### Wiring by layer, run 1

Two of the layers only.
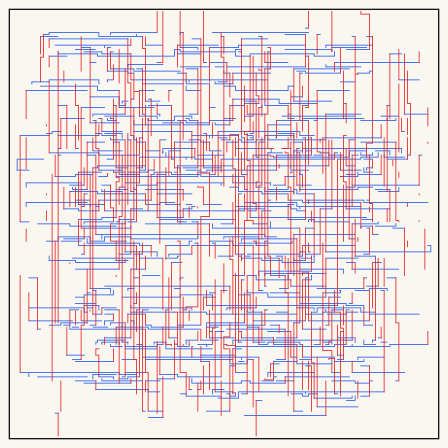
### Register map, names as in the netlist, run 1

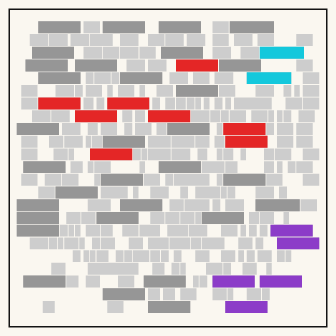
### Layout detail, run 1

Region (38, 4) to (63, 29) microns. Cells in grey, sequential cells in the stronger grey; small squares are vias.
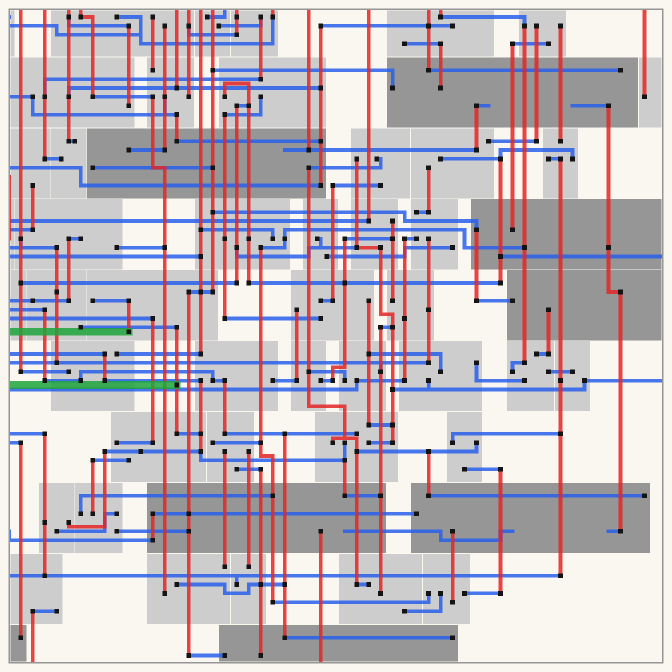
## config.mk

```make
export PLATFORM = sky130hd
export DESIGN_NAME = spi_byte_engine
export DESIGN_NICKNAME = d
export VERILOG_FILES = /design/src/rtl/spi_byte_engine.sv
export SDC_FILE = /design/constraint.sdc
export NUM_CORES = 1
export LEC_CHECK = 0
export CAP_MARGIN = 20
export CORE_UTILIZATION = 60
export DETAILED_ROUTE_END_ITERATION = 10
export PLACE_DENSITY = 0.85
export REMOVE_ABC_BUFFERS = 1
export SLEW_MARGIN = 20
export SYNTH_ARGS = -nofsm -noshare
export SYNTH_HDL_FRONTEND = slang
export SYNTH_SLANG_ARGS = --single-unit
```

## constraint.sdc

```tcl
create_clock -name CLK -period 4.49 [get_ports CLK]
set_input_delay 0.449 -clock CLK [delete_from_list [all_inputs] [get_ports CLK]]
set_output_delay 0.449 -clock CLK [all_outputs]
set_load 0.02 [all_outputs]
```

## src/rtl/spi_byte_engine.sv

```systemverilog
`default_nettype none
// ============================================================================
// Module      : spi_byte_engine
// Description : Byte-wide SPI master sequencer behind a 4-register CPU port.
// Revision    : 1.0 - initial release
// ============================================================================
module spi_byte_engine #(
    parameter int DIV_WIDTH = 8,
    parameter int DIV_RESET = 3
) (
    input  logic       CLK,
    input  logic       nRESET,
    input  logic       WE,
    input  logic [1:0] ADDR,
    input  logic [7:0] WDATA,
    output logic [7:0] RDATA,
    input  logic [2:0] MISO,
    output logic       MOSI,
    output logic       SCK,
    output logic [1:0] nSS,
    output logic       BUSY,
    output logic       DONE
);

    localparam logic [1:0]           c_addr_data = 2'd0;
    localparam logic [1:0]           c_addr_ctrl = 2'd1;
    localparam logic [1:0]           c_addr_div  = 2'd2;
    localparam logic [DIV_WIDTH-1:0] c_div_init  = DIV_WIDTH'(DIV_RESET);
    localparam logic [DIV_WIDTH-1:0] c_cnt_one   = DIV_WIDTH'(1);
    localparam logic [4:0]           c_last_tog  = 5'd16;

    typedef enum logic [0:0] {
        ST_IDLE  = 1'b0,
        ST_SHIFT = 1'b1
    } state_t;

    state_t               r_state;
    logic [7:0]           r_shift;
    logic [7:0]           r_rx;
    logic [DIV_WIDTH-1:0] r_div;
    logic [DIV_WIDTH-1:0] r_cnt;
    logic [4:0]           r_tcnt;
    logic [1:0]           r_nss;
    logic                 r_cpol;
    logic                 r_cpha;
    logic                 r_ovr;
    logic                 r_sck;
    logic                 r_mosi;
    logic                 r_done;

    logic                 w_miso;
    logic [4:0]           w_tnext;
    logic [7:0]           w_div_rd;
    logic [DIV_WIDTH-1:0] w_div_wr;

    // The divider register may be wider or narrower than the 8-bit bus.
    generate
        if (DIV_WIDTH == 8) begin : g_div_exact
            assign w_div_rd = r_div;
            assign w_div_wr = WDATA;
        end else if (DIV_WIDTH > 8) begin : g_div_wide
            assign w_div_rd = r_div[7:0];
            assign w_div_wr = {{(DIV_WIDTH-8){1'b0}}, WDATA};
        end else begin : g_div_narrow
            assign w_div_rd = {{(8-DIV_WIDTH){1'b0}}, r_div};
            assign w_div_wr = WDATA[DIV_WIDTH-1:0];
        end
    endgenerate

    // dev0 wins when both selects are low; MISO[2] when nothing is selected
    assign w_miso  = !r_nss[0] ? MISO[0] : (!r_nss[1] ? MISO[1] : MISO[2]);
    assign w_tnext = r_tcnt + 5'd1;

    always_ff @(posedge CLK or negedge nRESET) begin
        if (!nRESET) begin
            r_state <= ST_IDLE;
            r_shift <= 8'h00;
            r_rx    <= 8'h00;
            r_div   <= c_div_init;
            r_cnt   <= '0;
            r_tcnt  <= 5'd0;
            r_nss   <= 2'b11;
            r_cpol  <= 1'b0;
            r_cpha  <= 1'b0;
            r_ovr   <= 1'b0;
            r_sck   <= 1'b0;
            r_mosi  <= 1'b0;
            r_done  <= 1'b0;
        end else begin
            r_done <= 1'b0;
            if (WE && (ADDR == c_addr_ctrl) && WDATA[7]) begin
                r_ovr <= 1'b0;
            end
            case (r_state)
                ST_IDLE: begin
                    r_sck <= r_cpol;
                    if (WE) begin
                        case (ADDR)
                            c_addr_data: begin
                                r_shift <= WDATA;
                                r_cnt   <= '0;
                                r_tcnt  <= 5'd0;
                                r_state <= ST_SHIFT;
                                if (!r_cpha) begin
                                    r_mosi <= WDATA[7];
                                end
                            end
                            c_addr_ctrl: begin
                                r_nss  <= WDATA[1:0];
                                r_cpol <= WDATA[2];
                                r_cpha <= WDATA[3];
                                r_sck  <= WDATA[2];
                            end
                            c_addr_div: r_div <= w_div_wr;
                            default: ;
                        endcase
                    end
                end
                ST_SHIFT: begin
                    if (WE && (ADDR == c_addr_data)) begin
                        r_ovr <= 1'b1;
                    end
                    if (r_cnt == r_div) begin
                        r_cnt  <= '0;
                        r_tcnt <= w_tnext;
                        r_sck  <= ~r_sck;
                        // odd toggles sample in mode 0, even toggles sample in mode 1
                        if (w_tnext[0] ^ r_cpha) begin
                            r_shift <= {r_shift[6:0], w_miso};
                        end else if (w_tnext != c_last_tog) begin
                            r_mosi <= r_shift[7];
                        end
                        if (w_tnext == c_last_tog) begin
                            r_state <= ST_IDLE;
                            r_sck   <= r_cpol;
                            r_done  <= 1'b1;
                            r_rx    <= r_cpha ? {r_shift[6:0], w_miso} : r_shift;
                        end
                    end else begin
                        r_cnt <= r_cnt + c_cnt_one;
                    end
                end
                default: r_state <= ST_IDLE;
            endcase
        end
    end

    always_comb begin
        RDATA = 8'h00;
        case (ADDR)
            c_addr_data: RDATA = r_rx;
            c_addr_ctrl: RDATA = {4'b0000, r_cpha, r_cpol, r_nss};
            c_addr_div:  RDATA = w_div_rd;
            default:     RDATA = {BUSY, r_ovr, 3'b000, w_miso, 2'b00};
        endcase
    end

    assign MOSI = r_mosi;
    assign SCK  = r_sck;
    assign nSS  = r_nss;
    assign BUSY = (r_state == ST_SHIFT);
    assign DONE = r_done;

endmodule
`default_nettype wire

```

==> run summary, run 1 <==
yosys + openroad results -> slowest stage delay, CP 0.83 ns, CP Capture Type output port, flop2flop setup slack 2.32 ns, Setup WS pre-CTS 1.615 ns, fin cells 313, R2R cell count 5, standby leakage power 0.001278 uW, GR peak layer met2, # Cells Yosys 236, placed instance count 305, Power Total 1541 uW, clock sink total 46, Clk pwr share 20.8%, Resize count post-CTS 0, dominant logic cell types in the final layout dfrtp_1 (42), clkdlybuf4s50_1 (28), mux2_2 (24), mux2i_1 (19), nand2_1 (17), yosys stat chip area 2584 sq um, HP Class in -> async, clock root buffer clkbuf_8, Critical Path Source Type input port, Yosys Warn Count 0, non-clk buf share 10.09%, Commonest Layout Cell dfrtp_1, GR Util met3 5.068%, ys flops 46, launch point of the worst reg-to-reg path r_div[1], CTS Buffer Depth 2, clk ins delay skew pair 0.30 ns, post-synthesis instance area 2584 sq um, CP Depth 4, Slew Viols, Final 0, # Taps 50, Clock Skews 0.009422 ns, initial antenna violation count 0, grt met1 use 36.84%, fillcell total 300, critical path cell sequence clkdlybuf4s50_1 -> mux2_2 -> a22o_1 -> clkdlybuf4s50_1, worst vdd ir 0.0003187 V, # DRC 0, largest net degree at the start of global routing 47, DIE AREA 4572 sq um, CLK BUF 7, vias in the first global route 1,785, RSZ-0062 raised after global routing no, buffers outside the clock class 31, part of the power in registers 45.6%, met2 WL 2617 microns, type of the worst setup path in -> out, Num CTS Buffers 5, IO Port Bufs 29, Core ar. 4058 sq um, Placed Area 2883 sq um, Die W 67.62 microns, cells after synthesis 236, crit path time final 2.895 ns, Sw Ratio 34.60%, Final HPWL DP 3854 microns, Sw Pwr 533.3 uW, setup bufs post-CTS 0, crit path DAT 2.45 ns, most used cell, CP clkdlybuf4s50_1, status completed, Unique cell types 46, Data required, critical path 4.04 ns, DRT iter0 DRCs 129, CTS tree yes, stage-log warning count 25, WL/cell 17.96 microns, Largest cell class logic gates, clk cell area share 3.877%, max-cap violations 0, hold slack 0.1377 ns, max_slew headroom 55.93%, # hold bufs at CTS 0, clock slew at reported path FFs 0.08 ns, Avg Cell Area, Syn 10.95 sq um, Initial Utilization 63.68%, Comb/total area 44.31%, number of non-clock inverters 9, overall overflow remaining after global route 0, fin nets 280
Notes on 'Wiring by layer' above:
colour	layer	wire length
red	M2	2,620 microns
blue	M1	2,600 microns
Detailed Route WL: 5620 microns
Via Count: 1,922
Total GRT Usage: 26.27%

Notes on 'Register map, names as in the netlist' above:
colour	netlist name	placed flops
purple	r_tcnt	5
cyan	nSS	2
red	r_rx	8
register area: 1156 sq um
sequential power: 702 uW
utilization after layout: 73.97%
Seq area share: 38.52%

Notes on 'Layout detail' above:
colour	layer
blue	M1
green	M3
red	M2
sequential cells in the window	7
cells with their middle in the window	46
netlist names of flops here include	r_tcnt (5)
most frequent	dfrtp_1 (6), nand2_1 (6)

==> run 1: power groups by stage <==
| stage | combinational, uW | sequential (uW) | clock, uW |
|---|---|---|---|
| 3_3_place_gp | 497 | 701 | 0 |
| 5_1_grt | 571 | 716 | 338 |
| 4_1_cts | 521 | 700 | 324 |
| 2_1_floorplan | 383 | 674 | 0 |
| 6_report | 518 | 702 | 321 |
| 3_5_place_dp | 516 | 707 | 0 |
==> run 1: logic make-up after synthesis <==
kind of cell	after synthesis	synth area share [%]
DFF	46	44.75
buffers and inverters	21	3.777
xor gates and xnor gates	15	5.085
and+or+nand+nor	54	11.67
AOI/OAI and AO/OA	52	14.04
muxes	46	19.71
adders and majority gates	2	0.9684
==> run 1: cell usage after synthesis (all sizes together) <==
cell / n / area share (%)
a211oi: 1 / 0.29
a21o: 3 / 0.87
a21oi: 12 / 2.3
a221oi: 1 / 0.34
a22o: 2 / 0.68
a311o: 1 / 0.39
a311oi: 1 / 0.58
a31oi: 9 / 2.8
a32o: 2 / 0.77
a41oi: 1 / 0.63
and2: 1 / 0.34
and3: 6 / 1.6
buf: 6 / 1.6
clkbuf: 6 / 0.87
dfrtp: 42 / 41
dfstp: 4 / 4.1
ha: 2 / 0.97
inv: 9 / 1.3
mux2: 26 / 11
mux2i: 19 / 7.4
mux4: 1 / 0.87
nand2: 17 / 2.5
nand2b: 1 / 0.24
nand3: 6 / 1.2
nand4: 2 / 0.97
nand4b: 1 / 0.34
nor2: 11 / 2.2
nor2b: 2 / 0.48
nor3: 4 / 0.77
nor3b: 1 / 0.29
o21ai: 15 / 3.1
o21ba: 1 / 0.39
o21bai: 1 / 0.29
o32ai: 2 / 0.68
or2: 1 / 0.24
or4b: 1 / 0.53
xnor2: 15 / 5.1
### Track usage over the die, run 1

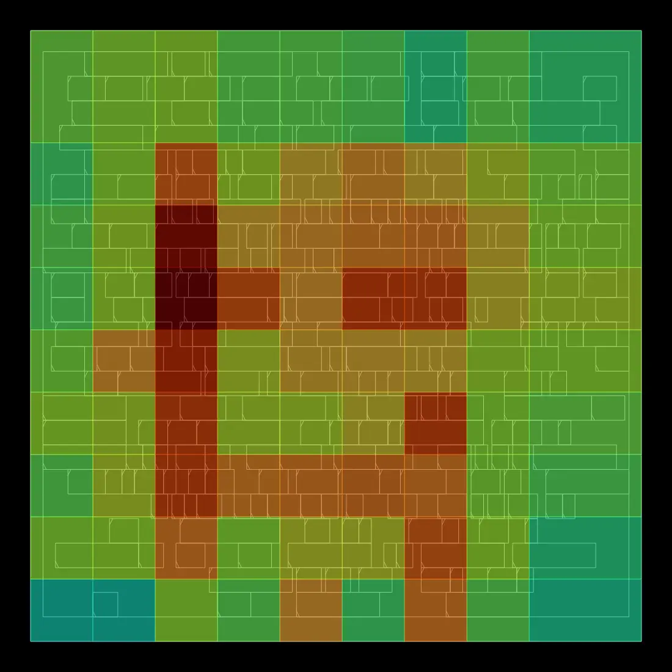

==> inputs of run 2 (changes only) <==
Settings changed: CORE_UTILIZATION 60 to 56, PLACE_DENSITY 0.85 to 0.8.
Clock period 4.49 ns to 2.7 ns, I/O delays scaled along.
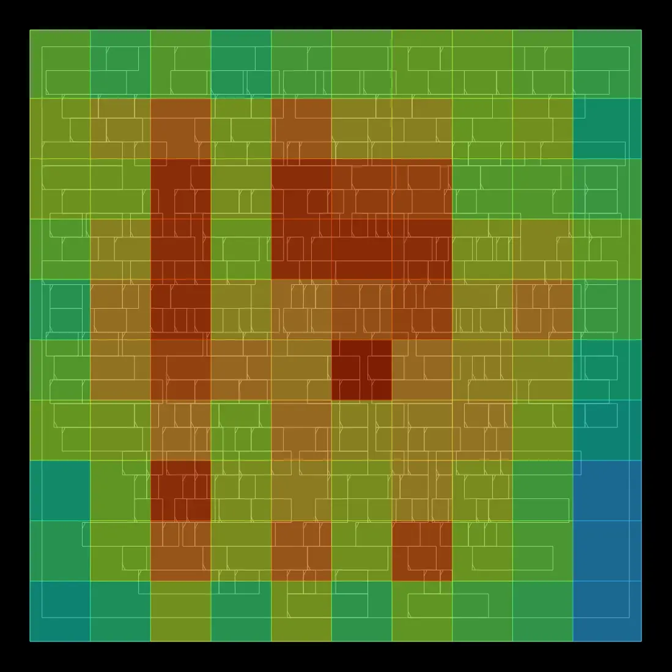
*Track usage over the die, run 2*
met2 GRT Util: 40.49%
grt met1 use: 35.40%
GR Util met3: 4.618%

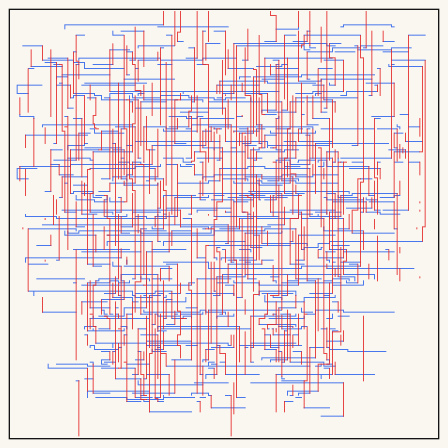
*Wiring by layer, run 2*
Two of the layers only.
colour	layer	wire length
red	M2	2,750 microns
blue	M1	2,560 microns
Total GRT Usage: 25.26%
WL/cell: 17.53 microns

==> run 2 against run 1 <==
Compared with the run above: sequential power increased by 64%; combinational power increased by about 70%; setup slack got worse by 1.4 ns; register-to-register slack got worse by 1.7 ns; global-route usage decreased by 1.0 points; non-clock buffer count increased by 5; clock skew decreased by 0.0029 ns; first-iteration DRC count increased by 26%; count of clock-buffer cells in the layout unchanged; wire length decreased by 0.20%; worst hold slack got worse by 0.17 ns; utilization decreased by 5.2 points; largest cell class unchanged; the flow now finishes with violations (negative hold slack).
==> run summary, run 2 <==
yosys + openroad results -> Final Worst Setup Slack 0.2421 ns, leading area contributor after synthesis dfrtp_1, clock sink total 46, vias in the first global route 1,921, RSZ-0062 raised after global routing no, CTS tree yes, first-pass GRT wire length 9611 microns, slowest stage delay, CP 0.57 ns, total I/O pin count 30, CP top delay family multiplexers, Via Count 1,933, Setup WS pre-CTS 0.3009 ns, post-synthesis instance area 2584 sq um, Synth Area in XOR/XNOR 5.085%, Simple-Gate Fraction of Synth Area 11.67%, IO Port Bufs 29, crit path DAT 2.19 ns, Clock Skews 0.006538 ns, type of the worst setup path reg -> out, most frequent cell after synthesis dfrtp_1, Unique cell types 46, number of enable flip-flop cells 0, Via density 6.041, critical path cell sequence mux2i_1 -> a21oi_1 -> mux4_2 -> clkdlybuf4s50_1, Num CTS Buffers 5, ys flops 46, Die Height 69.93 microns, Top area cell types dfrtp_1 (41%), mux2_2 (10%), mux2i_1 (7.4%), xnor2_1 (5.1%), dfstp_2 (4.1%), Slew Viols, Final 0, yosys aoi share 14.04%, Avg Cell Area, Syn 10.95 sq um, CP max-delay cell dfstp_2, n_diodes 0, power per cell area 820.2 nW/um^2, mux share 19.71%, max_slew headroom 61.69%, adder share 0.9685%, Core ar. 4384 sq um, antenna violation net count after detailed routing 0, initial antenna violation count 0, CP Capture Type output port, Dominant cell area share 40.68%, clock root buffer clkbuf_8, setup TNS 0 ns, ys flop type dfrtp_1, H-tree levels 2, Yosys Warn Count 0, period utilization 91.03%, Async S/R FF share, synth 100.0%, final setup violation count 0, crit path time final 2.458 ns, Initial DRT Pass Iterations 5, Data required, critical path 2.43 ns, stage-log warning count 25, largest net degree at the start of global routing 47, GPL Wtd Cong 0.8755, Detailed Route WL 5609 microns, hold slack -0.03094 ns, Buf/Inv on CP 1, # Cells Yosys 236, Critical Path Source Type flip-flop, placed instance count 312, DIE AREA 4890 sq um, top cells by count dfrtp_1 (42), mux2_2 (24), mux2i_1 (19), utilization after layout 68.81%, Area growth syn-to-layout 16.76%, Die W 69.93 microns, Resize count post-CTS 0, dominant logic cell types in the final layout dfrtp_1 (42), clkdlybuf4s50_1 (28), mux2_2 (24), mux2i_1 (19), nand2_1 (17), setup bufs post-CTS 0, clk ins delay skew pair 0.30 ns, HP Class in -> async, share of layout cells above drive strength 1 21.27%, Final HPWL DP 3940 microns, Seq share, synth 44.75%, standby leakage power 0.001292 uW, Slew @ Worst Pin 0.5746 ns, # DRC 0, status finished, violations left, violated checks negative hold slack, fin cells 320, DRT iter0 DRCs 163, max-cap violations 0, clock slew at reported path FFs 0.09 ns, final hold vios 42, worst-path maximum fanout 4, row count 24, worst vdd ir 0.0006542 V, overall overflow remaining after global route 0, Initial Utilization 58.93%, # hold bufs at CTS 0, fmax 0.4069 GHz, cells after synthesis 236, CTS Buffer Depth 2, Synth logic family multiplexers, yosys stat chip area 2584 sq um, fin nets 285, Commonest Layout Cell dfrtp_1
[run 2: cell counts after synthesis]
No cell type changed its count.
[run 2: worst reg2reg max path, stage by stage (launching register included)]
cell and delay, ns:
dfstp_2 0.59, xnor2_1 0.15, nand4_2 0.23, nor2_4 0.34, and3_1 0.47, a21oi_1 0.14
[run 2: power breakdown]
group          switching [uW]  total (uW)  internal [uW]  leakage [uW]
clock                     235         442            207     0.0000482
combinational             400         882            482      0.000674
sequential                250        1150            900      0.000570
total                     885        2470           1590       0.00129
[run 2: cell type report]
class | count | area, sq um
clock buffer | 7 | 86.33
tap | 52 | 65.06
multi-input combinational | 169 | 1330
fill | 345 | 1368
inverter | 9 | 33.78
clock inverter | 1 | 5.005
sequential | 46 | 1156
timing repair buffer | 36 | 340.3
[run 2: final timing paths]
| kind | endpoint | start | slack (ns) | cells past startpoint |
|---|---|---|---|---|
| setup reg to reg | r_rx[6] | r_div[1] | 0.66 | 5 |
| min in group CLK | r_rx[0] | r_rx[0] | 0.54 | 2 |
| max in group asynchronous | r_div[1] | nRESET | 2.35 | 1 |
| setup / recovery | RDATA[2] | nSS[1] | 0.24 | 4 |
| hold / removal | r_cnt[6] | nRESET | -0.03 | 1 |
| hold reg to reg | r_rx[0] | r_rx[0] | 0.54 | 2 |
[run 2: per-layer routing]
metal | wire length (microns) | vias to the layer above | share of wire [%] | track usage, %
met1 | 2558 | 961 | 46 | 35.40
met3 | 228 | 7 | 4.1 | 4.618
met5 | 0 | - | 0 | 0
li1 | - | 917 | - | -
met2 | 2754 | 48 | 49 | 40.49
met4 | 68 | 0 | 1.2 | 7.111
[run 2: stage by stage]
stage	instance area, sq um	total power (uW)
after floorplan	2520	1757
after global placement	2923	2009
after detailed placement	2923	2040
after CTS	3014	2478
after global routing	3017	2630
final	3017	2474
### Register map, names as in the netlist, run 2

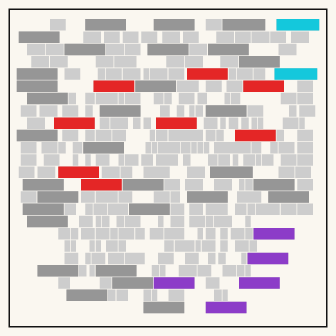

==> inputs of run 3 (changes only) <==
Settings changed: CAP_MARGIN 20 to unset, CORE_ASPECT_RATIO set to 1.5.
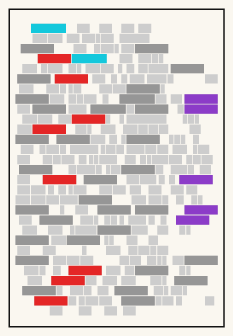
*Register map, names as in the netlist, run 3*
colour	netlist name	placed flops
purple	r_tcnt	5
cyan	nSS	2
red	r_rx	8
not coloured	31
Seq area share: 38.23%
utilization after layout: 70.04%

==> run 3 against run 2 <==
Compared with the run above: the flow still finishes with violations (negative hold slack); sequential share of layout area is 0.095 points lower; die area is 0.11% higher; cell count is 1.9% lower; critical endpoint unchanged; largest cell class unchanged.
==> run summary, run 3 <==
yosys + openroad results -> Clock Skews 0.01029 ns, ys flop type dfrtp_1, launch point of the worst reg-to-reg path r_cnt[7], Via Count 1,944, ys flops 46, Avg Cell Area, Syn 10.95 sq um, RSZ-0062 raised after global routing no, crit path DAT 2.20 ns, n_diodes 0, CTS tree yes, met2 GRT Util 44.40%, max-cap violations 0, clock root buffer clkbuf_8, yosys stat chip area 2584 sq um, Setup crit end RDATA[2], post-synthesis instance area 2584 sq um, vias in the first global route 1,937, clk ins delay skew pair 0.29 ns, crit path time final 2.474 ns, final setup violation count 0, violated checks negative hold slack, CP Capture Type output port, Unique cell types 46, IO Port Bufs 29, fillcell total 317, Slew @ Worst Pin 0.5831 ns, Top area cell types dfrtp_1 (41%), mux2_2 (10%), mux2i_1 (7.4%), xnor2_1 (5.1%), dfstp_2 (4.1%), Setup WS pre-CTS 0.3051 ns, DIE AREA 4895 sq um, share of layout cells above drive strength 1 20.90%, beginning of the critical path nSS[1], Total GRT Usage 25.76%, hold slack -0.04183 ns, # DRC 0, Initial Utilization 59.84%, setup bufs post-CTS 0, setup TNS 0 ns, CTS Buffer Depth 2, # Cells Yosys 236, fin nets 285, Via density 6.191, status finished, violations left, flop2flop setup slack 0.63 ns, Data required, critical path 2.43 ns, Async S/R FF share, synth 100.0%, Core ar. 4318 sq um, DRT iter0 DRCs 86, dominant logic cell types in the final layout dfrtp_1 (42), clkdlybuf4s50_1 (28), mux2_2 (24), mux2i_1 (19), nand2_1 (17), # hold bufs at CTS 0, CP max-delay cell dfstp_2, Buf/Inv on CP 1, Die W 57.46 microns, power per cell area 839.1 nW/um^2, worst-path maximum fanout 4, M1 WL 2470 microns, first-pass GRT wire length 9522 microns, antenna violation net count after detailed routing 0, CP top delay family multiplexers, clock slew at reported path FFs 0.09 ns, standby leakage power 0.001296 uW, top cells by count dfrtp_1 (42), mux2_2 (24), mux2i_1 (19), Reg2Reg Capture Point r_rx[7], final hold vios 39, fmax 0.4043 GHz, most frequent cell after synthesis dfrtp_1, leading area contributor after synthesis dfrtp_1, Area growth syn-to-layout 17.05%, Seq share, synth 44.75%, critical path cell sequence mux2i_1 -> a21oi_1 -> mux4_2 -> clkdlybuf4s50_1, initial antenna violation count 0, top layer in use met4, period utilization 91.61%, Slew Viols, Final 0, Initial DRT Pass Iterations 4, GPL Wtd Cong 0.8298, Final Worst Setup Slack 0.2264 ns, Die Height 85.19 microns
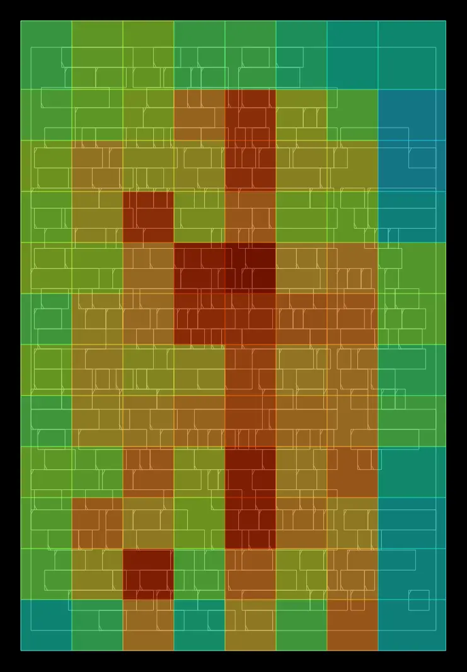
*Track usage over the die, run 3*
grt met1 use: 31.72%
WL/cell: 18.57 microns
GR Util met3: 4.268%
GR peak layer: met2

run 3: cell counts after synthesis:
Identical to the previous run, type by type.
run 3: report_power, final:
group	switching (uW)	internal, uW
combinational	408	482
clock	220	277
sequential	250	900
run 3: worst register-to-register path: cells and delay by family, from the launching register on:
family	cells	cell delay (ns)
XOR/XNOR	1	0.28
AND-OR/OR-AND	1	0.13
flip-flops	1	0.43
AND/OR/NAND/NOR	3	1.10
run 3: cells by family after synthesis:
logic type      Yosys count  share of synthesized area, %
mux                      46                         19.71
flops                    46                         44.75
simple gates             54                         11.67
xor+xnor                 15                         5.085
compound gates           52                         14.04
fa+ha+maj                 2                        0.9684
buf+inv                  21                         3.777
run 3: cell type report:
cell class / count / area [sq um] / share of cell area (%)
flip-flops and latches: 46 / 1156 / 38.23
repair buffers: 36 / 340.3 / 11.25
inverters: 9 / 33.78 / 1.117
clock inverters: 1 / 30.03 / 0.9930
well taps: 46 / 57.56 / 1.903
multi-input cells: 169 / 1330 / 43.98
clock buffers: 7 / 76.32 / 2.524
run 3: how the worst min path moves through the flow:
| stage | to | depth (start not counted) |
|---|---|---|
| after floorplan | BUSY | 0 |
| after global placement | r_ovr | 2 |
| after detailed placement | r_cnt[7] | 1 |
| after CTS | r_cnt[7] | 1 |
| after global routing | r_cnt[6] | 1 |
| final | r_cnt[7] | 1 |
run 3: stage by stage:
stage	util, %	total power [uW]	std cells	hold slack (ns)	cell area [sq um]
after floorplan	-	1757	224	-0.02559	2520
after global placement	67.52	2015	306	0.5027	2915
after detailed placement	67.52	2046	306	0.5010	2915
after CTS	69.98	2545	314	0.1835	3022
after global routing	70.04	2681	314	0.01919	3024
final	70.04	2538	314	-0.04183	3024
No activity file was given, so power comes from the tool's default toggle rates.
